===== config.mk =====
export PLATFORM = sky130hd
export DESIGN_NAME = sync_stim_gen
export DESIGN_NICKNAME = d
export VERILOG_FILES = /design/src/rtl/sync_pkg.sv /design/src/rtl/start_edge_sync.sv /design/src/rtl/sync_stim_gen.sv
export SDC_FILE = /design/constraint.sdc
export NUM_CORES = 1
export LEC_CHECK = 0
export CAP_MARGIN = 20
export CORE_UTILIZATION = 39
export CTS_CLUSTER_DIAMETER = 80
export DETAILED_ROUTE_END_ITERATION = 7
export PLACE_DENSITY = 0.7
export RECOVER_POWER = 25
export SLEW_MARGIN = 10
export SYNTH_ARGS = -nofsm -noshare
export SYNTH_HDL_FRONTEND = slang
export SYNTH_SLANG_ARGS = --single-unit

===== constraint.sdc =====
create_clock -name clk -period 2.75 [get_ports clk]
set_input_delay 0.825 -clock clk [delete_from_list [all_inputs] [get_ports clk]]
set_output_delay 0.825 -clock clk [all_outputs]
set_load 0.005 [all_outputs]

===== src/rtl/sync_pkg.sv =====
// Shared encodings for the synchronizer stimulus generator.
// Latency: n/a (types and constants only).
// Backpressure: n/a.
package sync_pkg;

  // Pattern selection, matches the 2-bit mode input
  typedef enum logic [1:0] {
    MODE_CNT   = 2'b00,
    MODE_LFSR  = 2'b01,
    MODE_WALK  = 2'b10,
    MODE_CONST = 2'b11
  } mode_t;

  // Burst sequencer states
  typedef enum logic [1:0] {
    ST_IDLE   = 2'b00,
    ST_LOAD   = 2'b01,
    ST_STROBE = 2'b10,
    ST_GAP    = 2'b11
  } state_t;

  // Galois feedback mask for x^8+x^6+x^5+x^4+1
  localparam logic [7:0] LFSR_TAPS_DEF = 8'hB8;

endpackage


===== src/rtl/start_edge_sync.sv =====
// Two-flop synchronizer for the start switch plus rising-edge detector.
// Latency: edge visible on rise_pulse two enabled clk edges after async_in is first sampled high.
// Backpressure: none; ena=0 freezes the whole chain so no edge is lost or invented.
//
// Ports:
//   clk, rst_n  : source clock, async active-low reset
//   ena         : block enable, low holds every flop
//   async_in    : raw asynchronous switch level
//   rise_pulse  : high while synchronized level has just risen (q2 & ~q3)
module start_edge_sync (
  input  logic clk,
  input  logic rst_n,
  input  logic ena,
  input  logic async_in,
  output logic rise_pulse
);

  logic r_q1;
  logic r_q2;
  logic r_q3;

  always_ff @(posedge clk or negedge rst_n) begin
    if (!rst_n) begin
      r_q1 <= 1'b0;
      r_q2 <= 1'b0;
      r_q3 <= 1'b0;
    end else if (ena) begin
      r_q1 <= async_in;
      r_q2 <= r_q1;
      r_q3 <= r_q2;
    end
  end

  assign rise_pulse = r_q2 & ~r_q3;

endmodule


===== src/rtl/sync_stim_gen.sv =====
// Burst stimulus generator: data word, then strobe and one-cycle pulse, then idle gap, per word.
// Latency: start seen at edge E0 -> first word on data_out after E2 -> stb_out/pulse_out after E3.
// Backpressure: none; ena=0 freezes all state and masks stb_out/pulse_out.
//
// Ports:
//   clk, rst_n      : source clock, async active-low reset
//   ena             : block enable
//   start           : async switch, rising edge launches a burst (ignored while busy)
//   mode, gap, seed : pattern, idle length (gap+1 cycles), first word; captured at launch
//   data_out        : current word, stable from LOAD through the end of GAP
//   stb_out         : strobe, STB_LEN cycles per word
//   pulse_out       : single-cycle pulse on the first strobe cycle of each word
//   busy            : high while a burst is in progress
//   word_cnt        : words issued in the current or last burst
module sync_stim_gen
  import sync_pkg::*;
#(
  parameter int             N         = 8,
  parameter int             BURST     = 4,
  parameter int             STB_LEN   = 1,
  parameter logic [N-1:0]   LFSR_TAPS = N'(LFSR_TAPS_DEF)
) (
  input  logic         clk,
  input  logic         rst_n,
  input  logic         ena,
  input  logic         start,
  input  logic [1:0]   mode,
  input  logic [3:0]   gap,
  input  logic [N-1:0] seed,
  output logic [N-1:0] data_out,
  output logic         stb_out,
  output logic         pulse_out,
  output logic         busy,
  output logic [7:0]   word_cnt
);

  // One down-counter serves both the strobe and gap phases
  localparam int SW = $clog2(STB_LEN + 1);
  localparam int CW = (SW > 4) ? SW : 4;

  state_t         r_state;
  mode_t          r_mode;
  logic [3:0]     r_gap;
  logic [CW-1:0]  r_cnt;
  logic [N-1:0]   r_data;
  logic           r_stb;
  logic           r_pulse;
  logic           r_busy;
  logic [7:0]     r_word_cnt;

  logic           w_rise;
  logic [N-1:0]   w_first;
  logic [N-1:0]   w_next;

  start_edge_sync u_start_sync (
    .clk        (clk),
    .rst_n      (rst_n),
    .ena        (ena),
    .async_in   (start),
    .rise_pulse (w_rise)
  );

  // First word uses the live inputs since it is computed on the launch edge
  always_comb begin
    w_first = seed;
    if (mode == MODE_LFSR && seed == '0) w_first = N'(1);  // all-zero is the LFSR lock-up state
    if (mode == MODE_WALK)               w_first = N'(1);
  end

  // Next word uses the mode captured at launch
  always_comb begin
    w_next = r_data;
    case (r_mode)
      MODE_CNT:  w_next = r_data + N'(1);
      MODE_LFSR: w_next = r_data[0] ? ((r_data >> 1) ^ LFSR_TAPS) : (r_data >> 1);
      MODE_WALK: w_next = {r_data[N-2:0], r_data[N-1]};
      default:   w_next = r_data;
    endcase
  end

  always_ff @(posedge clk or negedge rst_n) begin
    if (!rst_n) begin
      r_state    <= ST_IDLE;
      r_mode     <= MODE_CNT;
      r_gap      <= '0;
      r_cnt      <= '0;
      r_data     <= '0;
      r_stb      <= 1'b0;
      r_pulse    <= 1'b0;
      r_busy     <= 1'b0;
      r_word_cnt <= '0;
    end else if (ena) begin
      r_pulse <= 1'b0;
      case (r_state)
        ST_IDLE: begin
          if (w_rise) begin
            r_data     <= w_first;
            r_word_cnt <= '0;
            r_busy     <= 1'b1;
            r_mode     <= mode_t'(mode);
            r_gap      <= gap;
            r_state    <= ST_LOAD;
          end
        end
        ST_LOAD: begin
          r_stb   <= 1'b1;
          r_pulse <= 1'b1;
          r_cnt   <= CW'(STB_LEN - 1);
          r_state <= ST_STROBE;
        end
        ST_STROBE: begin
          if (r_cnt == '0) begin
            r_stb      <= 1'b0;
            r_word_cnt <= r_word_cnt + 8'd1;
            r_cnt      <= CW'(r_gap);
            r_state    <= ST_GAP;
          end else begin
            r_cnt <= r_cnt - CW'(1);
          end
        end
        ST_GAP: begin
          if (r_cnt == '0) begin
            if (r_word_cnt == 8'(BURST)) begin
              r_busy  <= 1'b0;
              r_state <= ST_IDLE;
            end else begin
              r_data  <= w_next;
              r_state <= ST_LOAD;
            end
          end else begin
            r_cnt <= r_cnt - CW'(1);
          end
        end
        default: r_state <= ST_IDLE;
      endcase
    end
  end

  assign data_out  = r_data;
  assign stb_out   = r_stb & ena;
  assign pulse_out = r_pulse & ena;
  assign busy      = r_busy;
  assign word_cnt  = r_word_cnt;

endmodule


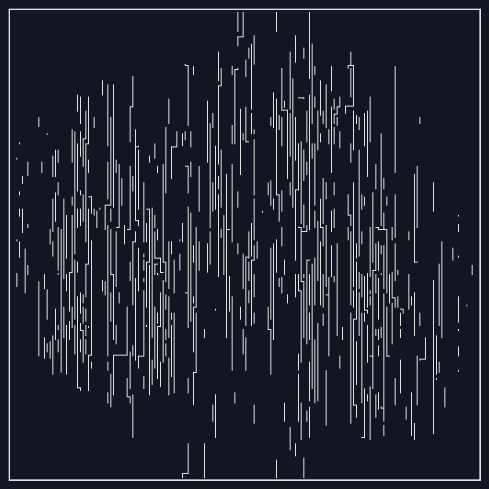
Figure 1: run 1, met2 routing.
(6 px per µm)
- nets with wire on the layer: 263
- share of all routed wire: 49%
- wire length on this layer: 2630 µm
- main direction: vertical

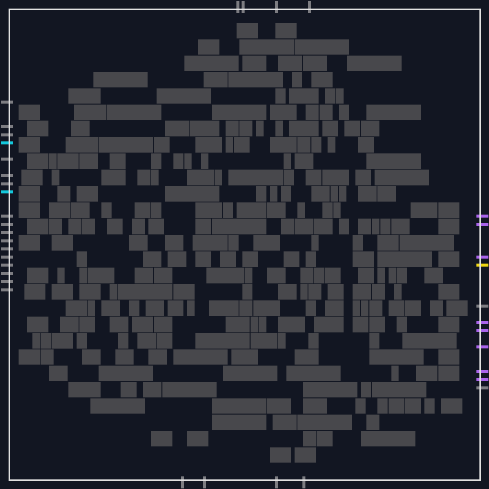
Figure 2: run 1, ports around the boundary.
(6 px per µm) Pins as bars across the die edge, other pins in gray.
- `mode`: cyan (pins 2; direction input; edge left)
- `ena`: yellow (pins 1; direction input; edge right)
- `word_cnt`: purple (pins 8; direction output; edge right)
- all pins by edge: 18 left, 11 right, 4 bottom, 4 top

==> reports/notes.md, run 1 <==
For the worst-skew pair, the clock arrives at the later sink with an insertion delay of 0.29 ns. The signal on the critical path passes through dlygate4sd2_1 -> and2_1 -> clkdlybuf4s50_1. The total length of routed met3 wires is 261 µm, and the count of multi-input gates is 171.

The run gives 393.2 MHz as the maximum operating frequency. With the total placed cells including tap cells at 336, the sequential element share of the synthesized area is 0.3753. The switching power share of the total is 0.4252, and the number of inverters outside the clock class in the layout is 15.

The post-detailed-route count of antenna-violating nets is 0. The proportion of cell area occupied by multi-input gates came out at 0.4665. The layout has 6 clock buffers.

The power dissipated by switching net loads came out at 1.289 mW. The part of the power in the clock network is 0.121, and the number of cells traversed by the worst hold path is 1. The overall routing resource usage was 0.1884. With the power density over the cells at 1081 nW/µm², the max-slew headroom at the worst pin is 0.4312. Kind of cell adding the most delay to the critical path: buffers and inverters. TritonCTS created 5 clock buffers.

The via count of the first global-routing pass is 1889. The synthesized netlist occupies a cell area of 2267 µm². The worst setup path is launched from an input port. The sequential cells in the finished layout cover a total of 850.8 µm². The sum of internal, switching and leakage power was 3.032 mW; the share of the synthesized area in the top cell type was 0.3753. Warnings raised by the tools during the run amount to 34.

The layer with the highest usage after global routing is met2. With the sum of met2 wire segment lengths after detailed routing at 2.633 mm, the total detailed-routing wirelength is 5.403 mm. The share of synthesized cell area in and, or, nand and nor gates was 0.1440; the die area was 6122 µm². The run gives 34 as the layout sequential cell count. In this run the vertical extent of the chip is 78.25 µm. The run gives 0.2445 for the area fraction in compound gates after synthesis. The wire length of the first global-routing pass is 9.052 mm. Entering global routing, the biggest net connects 35 pins. Per the post-synthesis report, the number of cells in the design is 233. The run gives 0 as the final-report setup violation count. The pre-antenna-repair detailed-routing pass consisted of 4 iterations. For the post-route setup TNS, the log shows 0 ns. The clock transition at the registers of the reported paths was 0.06 ns. The placement stage leaves a total instance area of 2726 µm². Setup repair after global routing left no endpoint under its margin. OpenSTA, run right after detailed placement, puts the worst setup slack at -0.06478 ns.

The run gives 0 for the number of antenna violations at the first check in global routing. After legalization and detailed placement, the total HPWL measured 3.933 mm. The area share of xor/xnor cells in the synthesized design came out at 0.02704. With the die width at 78.25 µm, the power consumed by the clock network is 0.366 mW. The post-synth count of flops with an enable pin is 0. For this run, the detailed router reports a per-instance via density of 5.839.

The clock net sink count is 34. The number of flip-flops and latches in the synthesized netlist is 34. Overall via count from detail_route: 1997. From synthesis to final layout, the design area changed by 23.73%. After detailed routing, the wire length on met1 is 2.457 mm. The final timing report gives a worst setup slack of 0.2069 ns. In this run the register-to-register setup slack is 0.41 ns.

Most frequently used cell type in the post-synthesis netlist: sky130_fd_sc_hd__dfrtp_1. Per the gpl log, the routability congestion estimate is 0.8941. For the fill cell total of the finished layout, the log shows 562. The run gives 0.557 as the share of total power in combinational logic. OpenSTA lists the critical path startpoint as ena. The final core area utilization was 0.5063. The flow ran to the end, and the final reports show no timing, DRC or antenna violations.

The most area-hungry cell type in the Yosys netlist is sky130_fd_sc_hd__dfrtp_1.
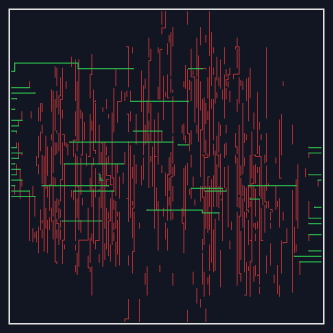
Figure 3: run 1, wiring by layer.
(4 px per µm) Only two layers are drawn.
- metal 2: red (wire length 2630 µm)
- metal 3: green (wire length 261 µm)

run 1: sequential cells by signal (all words and copies together) (netlist names):
register,count
data_out,8
word_cnt,8
r_cnt,4
r_gap,4
r_mode,2
r_state,2
busy,1
r_pulse,1
r_stb,1
u_start_sync.r_q1,1
u_start_sync.r_q2,1
u_start_sync.r_q3,1
run 1: worst max-delay path by stage:
| stage | slack, ns | endpoint | cells after the start |
|---|---|---|---|
| after global placement | -0.08 | pulse_out | 3 |
| after detailed placement | -0.06 | pulse_out | 3 |
| after global routing | 0.16 | pulse_out | 3 |
| final | 0.21 | pulse_out | 3 |
| after floorplan | 0.61 | data_out[0]$_DFFE_PN0P_ | 7 |
| after CTS | 0.19 | pulse_out | 3 |
run 1: timing repair:
item,in CTS,in global routing
hold buffers,0,0
gates resized,1,0
setup endpoints to repair,2,0
Figure 4. Nets reached from selected ports (run 1).
(4 px per µm)
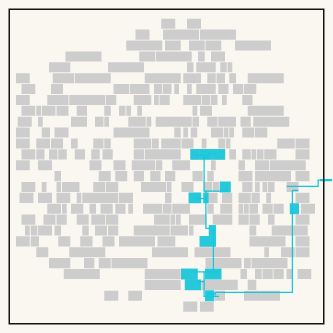

==> run 2, diff against run 1 <==
- CORE_MARGIN: default -> 2
- SKIP_CTS_REPAIR_TIMING: default -> 1
- TNS_END_PERCENT: default -> 50
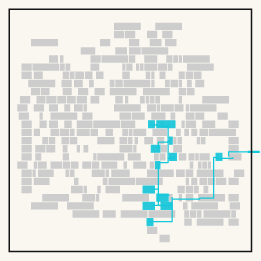
Figure 5: run 2, nets reached from selected ports.
(3 px per µm)
- `ena`: cyan (bits 1; direction input; end cells 13; buffers 2; wire 116 µm)

==> run 2 against run 1 <==
Net effect:
- sequential cell count did not move
- sequential power down 0.4%
- clock power decreased by 5%
- first-iteration DRC count down 4.7%
==> reports/notes.md, run 2 <==
The number of cells traversed by the worst hold path is 1 (unchanged). The total detailed-routing wirelength came out at 5.331 mm (-1.3%). The script extracted a total leakage power of 1.143 nW.

The count of unresolved DRC violations after routing was 0. The root buffer cell chosen for the clock tree is sky130_fd_sc_hd__clkbuf_8. The post-detailed-route count of antenna-violating nets is 0 (unchanged). Looking at area per cell type in the netlist, the leader is sky130_fd_sc_hd__dfrtp_1. Depth of the CTS H-tree: 2. According to the timing report, the arrival time at the worst endpoint equals 1.60 ns.

The run finished with clean final reports. Total placed cells including tap cells: 337 (+0.30%). The synthesized instance count came out at 233 (unchanged). The run gives 35 (unchanged) for the largest net degree at the start of global routing.

The worst hold path class is flip-flop to flip-flop. The worst VDD IR drop from the latest analysis is 0.0004513 V. When the netlist entered floorplanning its net count stood at 264.

The worst-case setup slack after placement was -0.07013 ns (-0.005343 ns). The run gives 0.42 ns (about the same) for the internal reg-to-reg setup slack. Instance area at placement: 2734 µm² (+0.28%). The OpenROAD warning count is 34 (unchanged), and the count of TritonRoute iterations in the first routing pass is 4 (unchanged).

The total stage count of the critical path works out to 3 (unchanged). Maximum operating frequency: 412.5 MHz (+4.9%). The run gives 0.8815 for the ratio of final minimum period to clock period. The overall via count from detail_route was 2006 (+0.45%). The via count of the first global-routing pass was 1991 (+5.4%); the clock insertion delay at the later pin of the skew report was 0.28 ns (about the same). The most common cell in the synthesized netlist is sky130_fd_sc_hd__dfrtp_1. Per the Yosys statistics, synthesis produced 233 cells.

The layout overhead on the synthesized area works out to 23.79% (about the same). Global route summary, busiest routing layer listed as met2. The fraction of registers with async set/reset is 1.000, and the routability-driven placement congestion ratio is 0.8412 (-5.9%). Across all hold checks on the routed design, the worst slack comes to 0.4985 ns. The final-report setup violation count was 0 (unchanged). The tools report the category of the worst setup path capture point as a primary output.

Sequential element share of the synthesized area: 0.3753 (unchanged). The combined area of the multi-input logic cells is 1309 µm², and the detailed-route wire length on metal 1 is 2.338 mm (-4.8%). The detail-routed via count per cell was 5.831 (-0.13%); the overall routing resource usage was 0.1821 (-0.006235). The run gives 5 (unchanged) for the total clock buffers created by CTS. The number of enable flip-flop cells is 0 (unchanged), and the max-slew headroom at the worst pin is 0.4154 (-0.01584).

The kind of cell adding the most delay to the critical path was buffers and inverters. Wire length of the first global-routing pass: 9.114 mm (+0.68%). The sequential cell area was 850.8 µm² (unchanged). Walking the worst path, the cells encountered are dlymetal6s2s_1 -> and2_1 -> clkdlybuf4s50_1. The number of antenna violations at the first check in global routing is 0 (unchanged).

The run gives 285 µm (+9.2%) for the total length of routed met3 wires. TritonCTS built the clock tree. The worst setup slack after layout is 0.3260 ns (+0.1191 ns). With the highest net fanout along the worst path at 3, the share of the synthesized area in the top cell type is 0.3753 (unchanged). Post-route setup TNS: 0 ns (unchanged). The Yosys chip area is 2267 µm², and the die width is 80.25 µm (+2.6%).

The run gives 6439 µm² (+5.2%) for the die area. The power density over the cells was 1074 nW/µm² (-0.58%); the sum of met2 wire segment lengths after detailed routing was 2.582 mm (-1.9%). With the clock net sink count at 34 (unchanged), the sum of internal, switching and leakage power is 3.015 mW (-0.54%). Setup repair after global routing left no endpoint under its margin. The launching element type of the critical path was an input port. The height of the chip is 80.25 µm (+2.6%). The number of flip-flops and latches in the synthesized netlist works out to 34 (unchanged). The run gives 9.730 µm² for the post-synthesis area per instance.

Startpoint of the lowest-slack register-to-register path: r_cnt[0]$_DFFE_PN0P_. The run gives 0.07 ns (about the same) for the clock transition at the registers of the reported paths. According to the timing report, the critical path is launched from ena. The tools report the capture point of the worst path as pulse_out. The HPWL after detailed placement is 3.901 mm (-0.83%). The transition time recorded at the tightest slew-check pin is 0.8769 ns.

The area of the mapped netlist was 2267 µm² (unchanged). For reference, the most critical setup path is categorized as input port to primary output. The main flop type is sky130_fd_sc_hd__dfrtp_1.
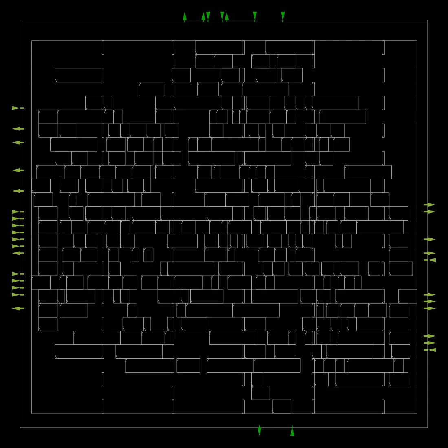
Figure 6: run 2, cell outlines without signal wires.
placeable core area: 5574 µm²
fraction of standard cell area that is sequential: 0.3032
post-route insts no fill: 344
Layout Utilization: 0.5035
filler cell count in the final layout: 536

run 2: cell counts after synthesis:
Identical to the previous run, type by type.
run 2: logic make-up after synthesis:
group	synth area share
adder cells (fa/ha/maj)	0.07175
XOR/XNOR	0.02704
buffers and inverters	0.04746
multiplexers	0.08996
AND-OR/OR-AND	0.2445
flip-flops	0.3753
AND/OR/NAND/NOR	0.1440
run 2: report_power, final:
part           internal, mW  leakage [nW]  switching [mW]
logic                 0.864         0.687           0.829
clock network         0.174        0.0383           0.174
registers             0.698         0.418           0.275
run 2: final cells by class:
| class | instances | area share |
|---|---|---|
| Sequential cell | 34 | 0.3032 |
| Inverter | 15 | 0.02006 |
| Multi-Input combinational cell | 171 | 0.4663 |
| Clock buffer | 7 | 0.02720 |
| Tap cell | 72 | 0.03210 |
| Timing Repair Buffer | 45 | 0.1511 |
Figure 7. Met2 routing (run 2).
(6 px per µm)
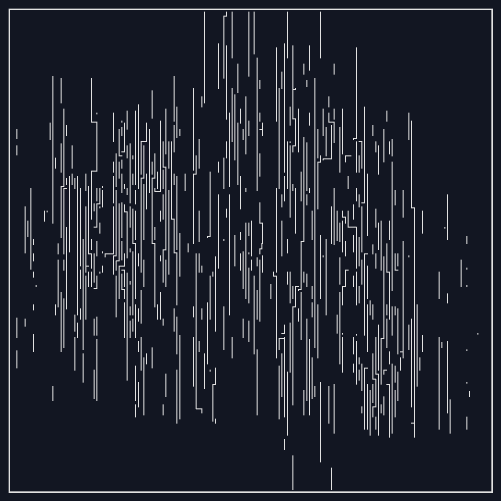

==> run 3, diff against run 2 <==
- SETUP_SLACK_MARGIN: default -> 0.4
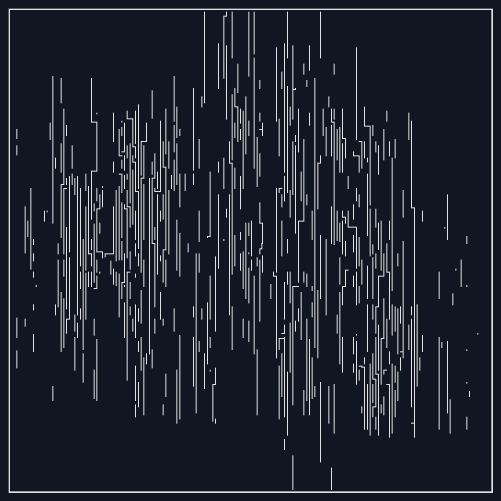
Figure 8: run 3, met2 routing.
(6 px per µm)
- wire length on this layer: 2600 µm
- longest straight run: 44.9 µm
- nets with wire on the layer: 257
- main direction: vertical
- share of all routed wire: 49%

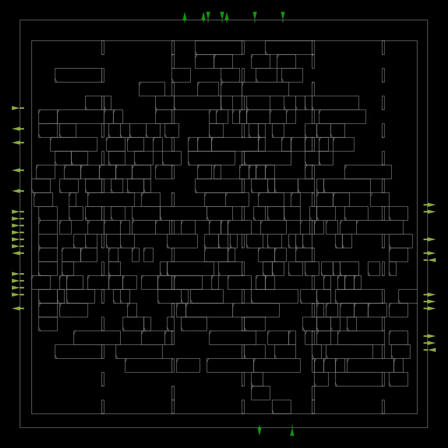
Figure 9: run 3, cell outlines without signal wires.
number of core rows: 27
filler cell count in the final layout: 537
Layout Utilization: 0.5028

==> run 3 against run 2 <==
Net effect:
- sequential share of layout area barely moved
- design area is 0.13% lower
- via count fell by 1.1%
- clock skew is essentially flat
- sequential cell count did not move
- area after synthesis did not move
- die size unchanged
- critical path depth stayed put
==> reports/notes.md, run 3 <==
Total placed cells including tap cells: 337 (unchanged). OpenSTA lists the critical path startpoint as ena. Part of the power in the clock network: 0.115 (about the same). The tools report the sequential cell area as 850.8 µm² (unchanged). The clock transition at the registers of the reported paths is 0.07 ns (about the same).

The number of inverters outside the clock class in the layout was 15 (unchanged); the total detailed-routing wirelength was 5.333 mm (about the same). The overall routing resource usage is 0.1821 (unchanged). The net count after synthesis is 264 (unchanged). Detail-routed via count per cell: 5.767 (-1.1%).

The largest contributor to cell area by class was combinational gates. The area of the core is 5574 µm² (unchanged), and the number of cells traversed by the worst hold path is 1 (unchanged). The run gives 412.8 MHz (about the same) as the maximum operating frequency. The flow ran to the end, and the final reports show no timing, DRC or antenna violations.

Share of synthesized cell area in and, or, nand and nor gates: 0.1440 (unchanged). Worst setup slack after layout: 0.3272 ns (+0.001265 ns). The worst-margin pin slew is 0.8763 ns (-0.0005754 ns). The area growth from synthesis to layout is 23.62%.

The run gives 0.8412 (unchanged) as the routability-driven placement congestion ratio. The synthesized instance count was 233 (unchanged). The setup path with the least slack is of type input port to primary output. The height of the chip works out to 80.25 µm (unchanged). The biggest area contributor in the post-synthesis netlist is sky130_fd_sc_hd__dfrtp_1.

For the internal reg-to-reg setup slack, the log shows 0.50 ns (+0.08 ns). Launching element type of the critical path: an input port. The tools report the layout sequential cell count as 34 (unchanged). The post-synthesis area per instance came out at 9.730 µm² (unchanged).

The logs give 233 (unchanged) for the number of standard cells reported by yosys and 5 (unchanged) for the total clock buffers created by CTS. Yosys shows that the main logic family after synthesis is AND-OR/OR-AND gates. The proportion of final cell area spent on non-clock buffers is 0.1491 (-0.002030), and the share of total power in combinational logic is 0.563 (about the same). For the worst-case setup slack after placement, the log shows -0.07013 ns (unchanged). The run gives 1.743 mW (+0.36%) as the internal power.

For the sequential element share of the synthesized area, the log shows 0.3753 (unchanged). Power dissipated by switching net loads: 1.281 mW (+0.19%). The layout buffer count excluding clock buffers was 45 (unchanged). The run gives 3.024 mW (+0.29%) as the sum of internal, switching and leakage power. The run gives 0.4158 (about the same) for the max-slew headroom at the worst pin. The area share of xor/xnor cells in the synthesized design came out at 0.02704 (unchanged). The proportion of cell area occupied by multi-input gates was 0.4679 (+0.001516); the worst-case hold slack was 0.5063 ns (+0.007855 ns). The run gives 0.3036 (+0.0004056) for the sequential share of cell area.

The wire length of the first global-routing pass was 9.114 mm (unchanged); the number of flip-flops and latches in the synthesized netlist was 34 (unchanged). The most frequently used cell type in the post-synthesis netlist was sky130_fd_sc_hd__dfrtp_1. The post-synthesis mux area share works out to 0.08996 (unchanged).

Capture point of the worst path: pulse_out. Master cell of the clock root buffer: sky130_fd_sc_hd__clkbuf_8. The combined area of the multi-input logic cells is 1311 µm² (+0.19%), and the share of the synthesized area in the top cell type is 0.3753 (unchanged). The count of TritonRoute iterations in the first routing pass is 4 (unchanged).

The worst setup path is captured at a primary output. The highest net fanout along the worst path works out to 3 (unchanged). With the total sequential power at 0.974 mW (about the same), the final-report setup violation count is 0 (unchanged). The die width was 80.25 µm (unchanged). The via count of the first global-routing pass was 1991 (unchanged).

The clock insertion delay at the later pin of the skew report was 0.28 ns (about the same); the largest net degree at the start of global routing was 35 (unchanged). The kind of cell adding the most delay to the critical path is buffers and inverters. The tools report the worst path arrival time as 1.60 ns (about the same).
==> run 3: netlist changes by cell type in the layout (fill, tap and decap cells not counted) <==
cell                              change
sky130_fd_sc_hd__clkdlybuf4s50_1      -1
sky130_fd_sc_hd__clkbuf_1             +1
sky130_fd_sc_hd__or3b_4               +1
sky130_fd_sc_hd__or3b_1               -1
==> run 3: metal layers <==
metal / vias up / global-route usage / routed length, µm
met5: - / 0 / 0
met1: 949 / 0.2253 / 2350
met3: 9 / 0.03371 / 287
li1: 958 / - / -
met4: 0 / 0.07627 / 97
met2: 68 / 0.3100 / 2597
Power and IR drop assume default switching activity.
